==> config.mk <==
export PLATFORM = sky130hd
export DESIGN_NAME = keyboard_controller
export DESIGN_NICKNAME = d
export VERILOG_FILES = /design/src/rtl/keyboard_controller_pkg.sv /design/src/rtl/keyboard_controller_ps2_rx.sv /design/src/rtl/keyboard_controller.sv
export SDC_FILE = /design/constraint.sdc
export NUM_CORES = 1
export LEC_CHECK = 0
export ABC_CLOCK_PERIOD_IN_PS = 2580
export CAP_MARGIN = 20
export CORE_UTILIZATION = 40
export CTS_CLUSTER_SIZE = 12
export DETAILED_ROUTE_END_ITERATION = 10
export GPL_ROUTABILITY_DRIVEN = 0
export PLACE_DENSITY = 0.6
export REMOVE_ABC_BUFFERS = 1
export SLEW_MARGIN = 10
export SYNTH_ARGS = -nofsm -noshare
export SYNTH_HDL_FRONTEND = slang
export SYNTH_SLANG_ARGS = --single-unit
==> constraint.sdc <==
create_clock -name clock -period 2.58 [get_ports clock]
set_input_delay 0.774 -clock clock [delete_from_list [all_inputs] [get_ports clock]]
set_output_delay 0.774 -clock clock [all_outputs]
set_load 0.02 [all_outputs]
==> src/rtl/keyboard_controller_pkg.sv <==
// Shared scan-code constants, key bit indices and decoder types for the keyboard front end.
// Latency: n/a (declarations only).
// Backpressure: n/a.
package keyboard_controller_pkg;

  // Start, eight data bits, parity, stop.
  localparam int PS2_FRAME_BITS = 11;

  // Set-2 prefixes and special codes
  localparam logic [7:0] SC_EXT   = 8'hE0;
  localparam logic [7:0] SC_BRK   = 8'hF0;
  localparam logic [7:0] SC_PAUSE = 8'hE1;
  localparam logic [7:0] SC_BAT   = 8'hAA;
  localparam logic [7:0] SC_NUL   = 8'h00;
  localparam logic [7:0] SC_OVR   = 8'hFF;

  // Game keys (plain)
  localparam logic [7:0] SC_W     = 8'h1D;
  localparam logic [7:0] SC_S     = 8'h1B;
  localparam logic [7:0] SC_A     = 8'h1C;
  localparam logic [7:0] SC_D     = 8'h23;
  localparam logic [7:0] SC_SPACE = 8'h29;

  // Game keys (E0-prefixed arrows)
  localparam logic [7:0] SC_UP    = 8'h75;
  localparam logic [7:0] SC_DOWN  = 8'h72;
  localparam logic [7:0] SC_LEFT  = 8'h6B;
  localparam logic [7:0] SC_RIGHT = 8'h74;

  // Bit positions in the keys output
  localparam int KEY_FWD      = 0;
  localparam int KEY_BACK     = 1;
  localparam int KEY_TURN_L   = 2;
  localparam int KEY_TURN_R   = 3;
  localparam int KEY_STRAFE_L = 4;
  localparam int KEY_STRAFE_R = 5;
  localparam int KEY_FIRE     = 6;
  localparam int NUM_KEYS     = 7;

  typedef enum logic [1:0] {
    DEC_IDLE,
    DEC_EXT,
    DEC_BRK,
    DEC_EXTBRK
  } dec_state_t;

  // One flag per physical key; fwd/back have two aliases each so that
  // releasing one alias does not drop a bit still held by the other.
  typedef struct packed {
    logic fire;
    logic strafe_r;
    logic strafe_l;
    logic turn_r;
    logic turn_l;
    logic back_arrow;
    logic back_key;
    logic fwd_arrow;
    logic fwd_key;
  } key_src_t;

  // One-hot source mask for a scan code; all-zero for unmapped codes.
  function automatic key_src_t key_lookup(input logic [7:0] code, input logic ext);
    key_src_t m;
    m = '0;
    if (!ext) begin
      case (code)
        SC_W:     m.fwd_key  = 1'b1;
        SC_S:     m.back_key = 1'b1;
        SC_A:     m.strafe_l = 1'b1;
        SC_D:     m.strafe_r = 1'b1;
        SC_SPACE: m.fire     = 1'b1;
        default:  m = '0;
      endcase
    end else begin
      case (code)
        SC_UP:    m.fwd_arrow  = 1'b1;
        SC_DOWN:  m.back_arrow = 1'b1;
        SC_LEFT:  m.turn_l     = 1'b1;
        SC_RIGHT: m.turn_r     = 1'b1;
        default:  m = '0;
      endcase
    end
    return m;
  endfunction

endpackage

==> src/rtl/keyboard_controller_ps2_rx.sv <==
// PS/2 receiver: synchronises and de-glitches the pins, shifts in 11-bit frames, checks parity/stop, drops stalled frames.
// Latency: rx_byte/byte_valid one cycle after the filtered clock's falling edge that carries the stop bit.
// Backpressure: none; byte_valid and frame_error are single-cycle pulses that must be consumed when seen.
module ps2_rx
  import keyboard_controller_pkg::*;
#(
  parameter int FILTER_LEN     = 4,
  parameter int TIMEOUT_CYCLES = 100000
) (
  input  logic       clock,
  input  logic       reset,
  input  logic       ps2_clk,
  input  logic       ps2_dat,
  output logic [7:0] rx_byte,
  output logic       byte_valid,
  output logic       frame_error
);

  localparam int FW = $clog2(FILTER_LEN + 1);
  localparam int TW = $clog2(TIMEOUT_CYCLES + 1);
  localparam logic [3:0] PAR_BIT  = 4'(PS2_FRAME_BITS - 2);
  localparam logic [3:0] LAST_BIT = 4'(PS2_FRAME_BITS - 1);

  logic          clk_s1, clk_s2, dat_s1, dat_s2;
  logic          filt_clk, filt_clk_q;
  logic [FW-1:0] flt_cnt;
  logic          fall;
  logic [3:0]    bit_cnt;
  logic [7:0]    shift;
  logic          parity_bit;
  logic [TW-1:0] to_cnt;
  logic          timeout;

  // Two-flop synchronisers on both pins; idle bus reads as 1.
  always_ff @(posedge clock or negedge reset) begin
    if (!reset) begin
      clk_s1 <= 1'b1;
      clk_s2 <= 1'b1;
      dat_s1 <= 1'b1;
      dat_s2 <= 1'b1;
    end else begin
      clk_s1 <= ps2_clk;
      clk_s2 <= clk_s1;
      dat_s1 <= ps2_dat;
      dat_s2 <= dat_s1;
    end
  end

  // Filtered clock follows the synced clock only after FILTER_LEN consecutive differing samples.
  always_ff @(posedge clock or negedge reset) begin
    if (!reset) begin
      filt_clk   <= 1'b1;
      filt_clk_q <= 1'b1;
      flt_cnt    <= '0;
    end else begin
      filt_clk_q <= filt_clk;
      if (clk_s2 == filt_clk) begin
        flt_cnt <= '0;
      end else if (flt_cnt == FW'(FILTER_LEN - 1)) begin
        filt_clk <= clk_s2;
        flt_cnt  <= '0;
      end else begin
        flt_cnt <= flt_cnt + 1'b1;
      end
    end
  end

  assign fall    = filt_clk_q & ~filt_clk;
  assign timeout = (bit_cnt != 4'd0) && !fall && (to_cnt == TW'(TIMEOUT_CYCLES - 1));

  // Idle counter: cleared by every falling edge, saturates so it never wraps into a false timeout.
  always_ff @(posedge clock or negedge reset) begin
    if (!reset) begin
      to_cnt <= '0;
    end else if (fall) begin
      to_cnt <= '0;
    end else if ((bit_cnt != 4'd0) && (to_cnt != TW'(TIMEOUT_CYCLES))) begin
      to_cnt <= to_cnt + 1'b1;
    end
  end

  // Bit sequencer: start, LSB-first data, odd parity, stop; result or error pulsed for one cycle.
  always_ff @(posedge clock or negedge reset) begin
    if (!reset) begin
      bit_cnt     <= 4'd0;
      shift       <= 8'h00;
      parity_bit  <= 1'b0;
      rx_byte     <= 8'h00;
      byte_valid  <= 1'b0;
      frame_error <= 1'b0;
    end else begin
      byte_valid  <= 1'b0;
      frame_error <= 1'b0;
      if (timeout) begin
        frame_error <= 1'b1;
        bit_cnt     <= 4'd0;
      end else if (fall) begin
        if (bit_cnt == 4'd0) begin
          // A high start bit is line noise: ignore it quietly.
          if (!dat_s2) bit_cnt <= 4'd1;
        end else if (bit_cnt == PAR_BIT) begin
          parity_bit <= dat_s2;
          bit_cnt    <= LAST_BIT;
        end else if (bit_cnt == LAST_BIT) begin
          bit_cnt <= 4'd0;
          if (dat_s2 && (^{shift, parity_bit})) begin
            rx_byte    <= shift;
            byte_valid <= 1'b1;
          end else begin
            frame_error <= 1'b1;
          end
        end else begin
          shift   <= {dat_s2, shift[7:1]};
          bit_cnt <= bit_cnt + 4'd1;
        end
      end
    end
  end

endmodule

==> src/rtl/keyboard_controller.sv <==
// PS/2 keyboard front end: decodes set-2 make/break/extended codes into held-key levels for player_updater.
// Latency: scan_code/scan_valid one cycle after the accepting clock edge, keys one cycle after scan_valid.
// Backpressure: none; keys are levels sampled at will, scan_valid/frame_error are unacknowledged pulses.
module keyboard_controller
  import keyboard_controller_pkg::*;
#(
  parameter int FILTER_LEN     = 4,
  parameter int TIMEOUT_CYCLES = 100000
) (
  input  logic                clock,
  input  logic                reset,
  input  logic                ps2_clk,
  input  logic                ps2_dat,
  output logic [NUM_KEYS-1:0] keys,
  output logic [7:0]          scan_code,
  output logic                scan_valid,
  output logic                frame_error
);

  dec_state_t state, state_nxt;
  key_src_t   src, src_nxt;
  key_src_t   hit;

  ps2_rx #(
    .FILTER_LEN     (FILTER_LEN),
    .TIMEOUT_CYCLES (TIMEOUT_CYCLES)
  ) u_rx (
    .clock       (clock),
    .reset       (reset),
    .ps2_clk     (ps2_clk),
    .ps2_dat     (ps2_dat),
    .rx_byte     (scan_code),
    .byte_valid  (scan_valid),
    .frame_error (frame_error)
  );

  // Decoder state and per-source key flags.
  always_ff @(posedge clock or negedge reset) begin
    if (!reset) begin
      state <= DEC_IDLE;
      src   <= '0;
    end else begin
      state <= state_nxt;
      src   <= src_nxt;
    end
  end

  // Prefix tracking and make/break application, one step per received byte.
  always_comb begin
    state_nxt = state;
    src_nxt   = src;
    hit       = key_lookup(scan_code, (state == DEC_EXT) || (state == DEC_EXTBRK));
    if (scan_valid) begin
      if ((scan_code == SC_BAT) || (scan_code == SC_NUL) || (scan_code == SC_OVR)) begin
        // Keyboard reset or buffer overrun: whatever we thought was held is stale.
        src_nxt   = '0;
        state_nxt = DEC_IDLE;
      end else begin
        case (state)
          DEC_IDLE: begin
            if (scan_code == SC_EXT)      state_nxt = DEC_EXT;
            else if (scan_code == SC_BRK) state_nxt = DEC_BRK;
            else                          src_nxt   = key_src_t'(src | hit);
          end
          DEC_EXT: begin
            if (scan_code == SC_BRK)      state_nxt = DEC_EXTBRK;
            else if (scan_code == SC_EXT) state_nxt = DEC_EXT;
            else begin
              src_nxt   = key_src_t'(src | hit);
              state_nxt = DEC_IDLE;
            end
          end
          DEC_BRK, DEC_EXTBRK: begin
            src_nxt   = key_src_t'(src & ~hit);
            state_nxt = DEC_IDLE;
          end
          default: state_nxt = DEC_IDLE;
        endcase
      end
    end
  end

  // A game bit is held while any of its sources is held.
  always_comb begin
    keys               = '0;
    keys[KEY_FWD]      = src.fwd_key | src.fwd_arrow;
    keys[KEY_BACK]     = src.back_key | src.back_arrow;
    keys[KEY_TURN_L]   = src.turn_l;
    keys[KEY_TURN_R]   = src.turn_r;
    keys[KEY_STRAFE_L] = src.strafe_l;
    keys[KEY_STRAFE_R] = src.strafe_r;
    keys[KEY_FIRE]     = src.fire;
  end

endmodule

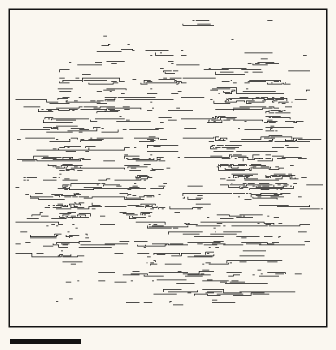
Run 1: the metal 1 layer
The bar under the picture is 20 µm long.
wire length on this layer: 2570 µm
nets with wire on the layer: 287
share of all routed wire: 46%
DRT Wirelength: 5570 µm
met1 Usage GRT: 20.01%
vias post-DR: 2159

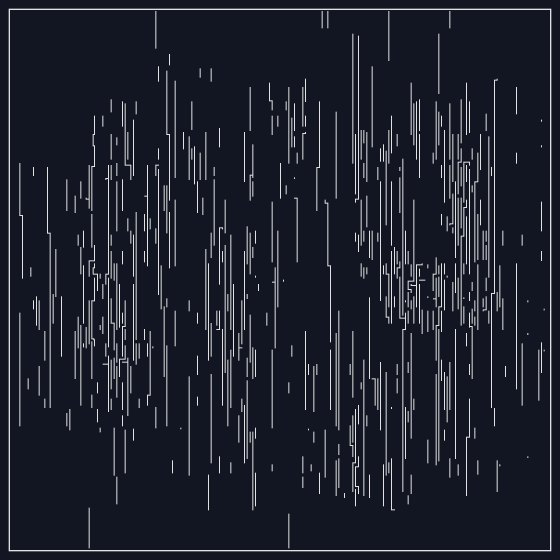
Run 1: signal wires on met2
wire length on this layer: 2660 µm
main direction: vertical
grt met2 use: 26.58%

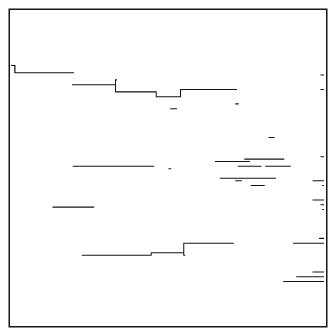
Run 1: met3 routing
nets with wire on the layer: 23
main direction: horizontal
met3 capacity usage during global routing: 5.817%

==> Slide: Implementation Results, run 1 <==
Synthesis and Place & Route Summary

Logic synthesis
  • Yosys cell types: 52
  • Register share after synthesis: 49.28%
  • Simple Share, Synth: 20.27%
  • Top cells by area: dfrtp_1 44%, dfstp_2 5.1%, xor2_1 4.0%
  • Cell taking the most area after synthesis: dfrtp_1
  • Synth Cell Area: 0.003062 mm²
  • Top-area cell share: 44.14%
  • Yosys Instances: 284
  • Chip Area, Yosys: 0.003062 mm²
  • Logic family by area: simple AND/OR/NAND/NOR gates
  • Adder-cell share of the synthesized area: 1.226%
  • #FFs+latches synth: 60
  • Synth top cell by count: dfrtp_1
  • Compound Share, Synth: 7.438%
  • Dominant flop cell: dfrtp_1
  • Asr flop ratio synth: 100.0%
  • Top cells by count, synth: 54 x dfrtp_1, 31 x nor2_1, 15 x nand3_1
  • Syn_area_per_cell: 10.78 µm²
  • Post-synthesis cell count: 284

Power
  • Pleak: 1.533 nW
  • P_sw: 1.165 mW
  • Comb power: 1.19 mW
  • Biggest consumer: sequential cells
  • IR drop worst, VDD: 0.4332 mV
  • Clock power frac: 23.4%
  • Total power: 3.391 mW
  • Seq group: 1.41 mW
  • Power Internal: 2.226 mW
  • Pwr dens: 959.1 mW/mm²
  • Switching fraction of total power: 34.35%
  • Clk power: 0.794 mW

Cells and area
  • ANT cells: 0
  • #MultiIn Comb: 199
  • Top class by area: sequential cells
  • Clock buffer count: 14
  • Max FFs per register: 17
  • Count of non-CTS inverters in the layout: 10
  • Flop share of the area: 42.68%
  • Area growth from synthesis to layout: 15.49%
  • Top Registers: u_rx.to_cnt: 17 flops, u_rx.rx_byte: 8 flops, u_rx.shift: 8 flops
  • Seq cells: 60
  • FILL cells: 690
  • Most common logic cells in the final layout: 54 x dfrtp_1, 31 x nor2_1, 19 x clkdlybuf4s50_1, 15 x nand3_1
  • Logic area: 0.001418 mm²
  • Comb/total area: 40.09%
  • FF+latch area: 0.001509 mm²
  • Design area: 0.003536 mm²
  • Clk cell area share: 5.308%
  • Final core occ: 48.23%
  • Non-clock buffer count in the final layout: 27

Job
  • Max cap viols: 0
  • Tool warning count: 26

Global route
  • Remaining Overflow, GRT: 0
  • Antenna violations before repair: 0
  • Aggregate global-route resource usage: 16.37%
  • Grt peak-use layer: met2
  • First-pass GRT wire length: 9763 µm
  • Vias in the first global route: 2109

STA
  • Fmax: 434.0 MHz
  • Max-slew violations: 0
  • Worst-margin pin slew: 0.6880 ns
  • Hold_ws: 0.3367 ns
  • Endpoints failing setup: 0
  • Fin Clk Skew: 0.005415 ns
  • Setup ws final: 0.2759 ns
  • RSZ-0062 raised after global routing: false
  • Slew Limit Headroom: 53.71%

Clock tree
  • Post-CTS sizing: 0
  • # Post-CTS Setup Buffers: 0
  • Max Root-Sink Buffers: 2
  • TritonCTS Buffers: 9
  • Reg clk slew, reported paths: 0.06 ns
  • CTS Sinks: 60
  • H-Tree Depth: 3
  • Root Buffer: clkbuf_8
  • TritonCTS clock tree: built

Routing
  • Remaining antenna violation count: 0
  • Routed WL per cell: 13.59 µm
  • Iteration-0 DRC Markers: 95
  • DRC viols: 0
  • Via density: 5.266
  • Top sig layer: met4

Setup path
  • Worst setup SP type: flop
  • Worst path bufs/invs: 1
  • Reg2Reg Depth: 5
  • Crit path launch: src[1]
  • WP data arrival: 1.53 ns
  • Worst path cell trace: or2_2 -> clkdlybuf4s50_1
  • Crit path depth: 2
  • Critical path destination: keys[0]
  • CP max stage cell: clkdlybuf4s50_1
  • Reg2Reg Capture Point: u_rx.rx_byte[4]
  • Crit Path Class: flop to output port
  • R2r startpoint: u_rx.filt_clk_q
  • Reg-to-reg setup timing slack: 0.53 ns
  • Largest delay contributor family on the critical path: buffers and inverters
  • Setup crit end kind: output port

Die
  • CORE AREA: 0.007331 mm²
  • Die Size: 0.008008 mm²
  • FP Util: 41.76%
  • Tap cell count: 99
  • Die width: 89.49 µm
  • Die Ht: 89.49 µm
  • IO Pins: 21
  • Row Count: 31

Placed design
  • Area after DPL: 0.003348 mm²
  • DP Worst Slack: 0.5303 ns
  • Placed cell count: 395

Hold path
  • Hold crit path type: input port to async pin

Status
  • Status: finished clean
--- run 2 (diff from run 1) ---
Settings changed: CORE_UTILIZATION 40 to 58, PLACE_DENSITY 0.6 to 0.81.
==> run 2 against run 1 <==
Power down 3.3%. Flip-flop count unchanged. Count of clock-buffer cells in the layout unchanged. First-iteration DRC count up 79%. Combinational power about the same. Global-route usage up 6.2 points. Utilization up 19 points. Wire length down 1.4%. Critical endpoint unchanged. Largest power group unchanged. Highest routed layer unchanged.
==> Slide: Implementation Results, run 2 <==
Synthesis and Place & Route Summary

Power
  • Biggest consumer: sequential cells
  • Pleak: 1.497 nW
  • Total power: 3.280 mW
  • Comb power: 1.16 mW
  • Seq group: 1.43 mW
  • Switching fraction of total power: 34.98%
  • Clock power frac: 21.1%
  • Power Internal: 2.133 mW
  • P_sw: 1.147 mW
  • Pwr dens: 953.0 mW/mm²
  • Clk power: 0.693 mW

Status
  • Status: finished clean

Placed design
  • DP Worst Slack: 0.4932 ns
  • Placed cell count: 363
  • Area after DPL: 0.003289 mm²

Die
  • Tap cell count: 70
  • FP Util: 59.95%
  • Die Size: 0.005573 mm²
  • CORE AREA: 0.005107 mm²
  • Row Count: 26
  • Die width: 74.66 µm

Logic synthesis
  • Yosys cell types: 52
  • Syn_area_per_cell: 10.78 µm²
  • Cell taking the most area after synthesis: dfrtp_1
  • #FFs+latches synth: 60
  • Asr flop ratio synth: 100.0%
  • Synth top cell by count: dfrtp_1
  • Dominant flop cell: dfrtp_1
  • Register share after synthesis: 49.28%
  • Compound Share, Synth: 7.438%
  • Synth Cell Area: 0.003062 mm²
  • Top-area cell share: 44.14%
  • Yosys Instances: 284
  • Post-synthesis cell count: 284
  • Logic family by area: simple AND/OR/NAND/NOR gates

Global route
  • Grt peak-use layer: met2
  • Vias in the first global route: 1963
  • Aggregate global-route resource usage: 22.52%
  • Met3 capacity usage during global routing: 6.426%
  • First-pass GRT wire length: 9114 µm
  • Remaining Overflow, GRT: 0

STA
  • Max-slew violations: 0
  • RSZ-0062 raised after global routing: false
  • Setup ws final: 0.2761 ns
  • Fmax: 434.0 MHz
  • Endpoints failing setup: 0
  • Slew Limit Headroom: 55.55%
  • Hold_ws: 0.3601 ns

Clock tree
  • Max Root-Sink Buffers: 2
  • Reg clk slew, reported paths: 0.06 ns
  • Root Buffer: clkbuf_8
  • Post-CTS sizing: 0
  • TritonCTS Buffers: 9

Cells and area
  • Logic area: 0.001418 mm²
  • #MultiIn Comb: 199
  • Flop share of the area: 43.84%
  • Comb/total area: 41.19%
  • Design area: 0.003442 mm²
  • Seq cells: 60
  • Most common logic cells in the final layout: 54 x dfrtp_1, 31 x nor2_1, 19 x clkdlybuf4s50_1, 15 x nand3_1
  • Count of non-CTS inverters in the layout: 10
  • Top Registers: u_rx.to_cnt: 17 flops, u_rx.rx_byte: 8 flops, u_rx.shift: 8 flops
  • Clock buffer count: 14
  • Top class by area: sequential cells
  • ANT cells: 0

Setup path
  • R2r startpoint: u_rx.rx_byte[5]
  • Worst path bufs/invs: 1
  • Crit path launch: src[1]
  • Reg2Reg Capture Point: keys[3]
  • Crit path depth: 2
  • CP max stage cell: clkdlybuf4s50_1
  • Reg-to-reg setup timing slack: 0.49 ns
  • Worst path cell trace: or2_2 -> clkdlybuf4s50_1
  • WP data arrival: 1.53 ns
  • Worst setup SP type: flop
  • Reg2Reg Depth: 5
  • Largest delay contributor family on the critical path: buffers and inverters

Routing
  • Via density: 5.740
  • Routed WL per cell: 14.56 µm
  • DRT Wirelength: 5491 µm
  • Iteration-0 DRC Markers: 170

Job
  • Max cap viols: 0
  • Tool warning count: 26

Hold path
  • Hold crit path type: flop to flop
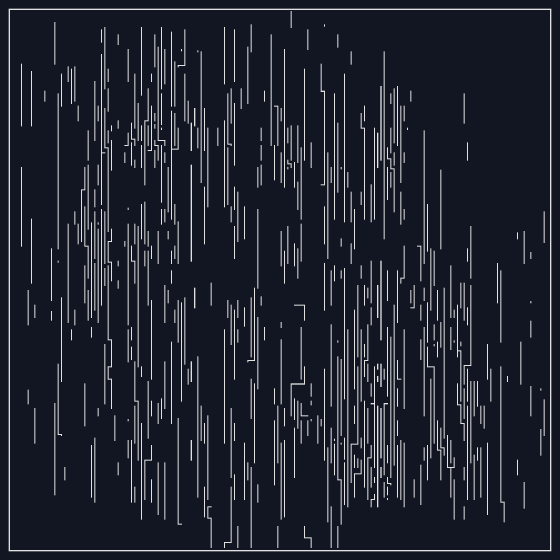
Run 2: signal wires on met2
vias post-DR: 2164
grt met2 use: 33.63%

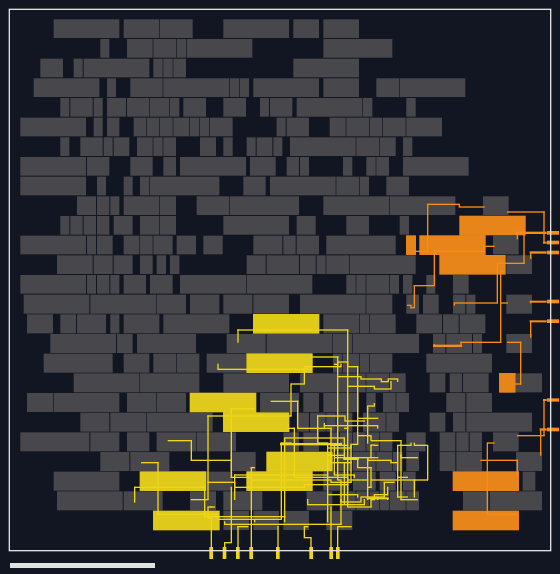
Run 2: I/O nets highlighted
The bar under the picture is 20 µm long.
[`scan_code`] yellow | bits: 8 | direction: output | edge: bottom | end cells: 8 | buffers: 8 | wire: 613 µm
[`keys`] orange | bits: 7 | direction: output | edge: right | end cells: 7 | buffers: 7 | wire: 146 µm
IO Port Bufs: 20
IO Pins: 21

Power is estimated from default activity; no workload was simulated.
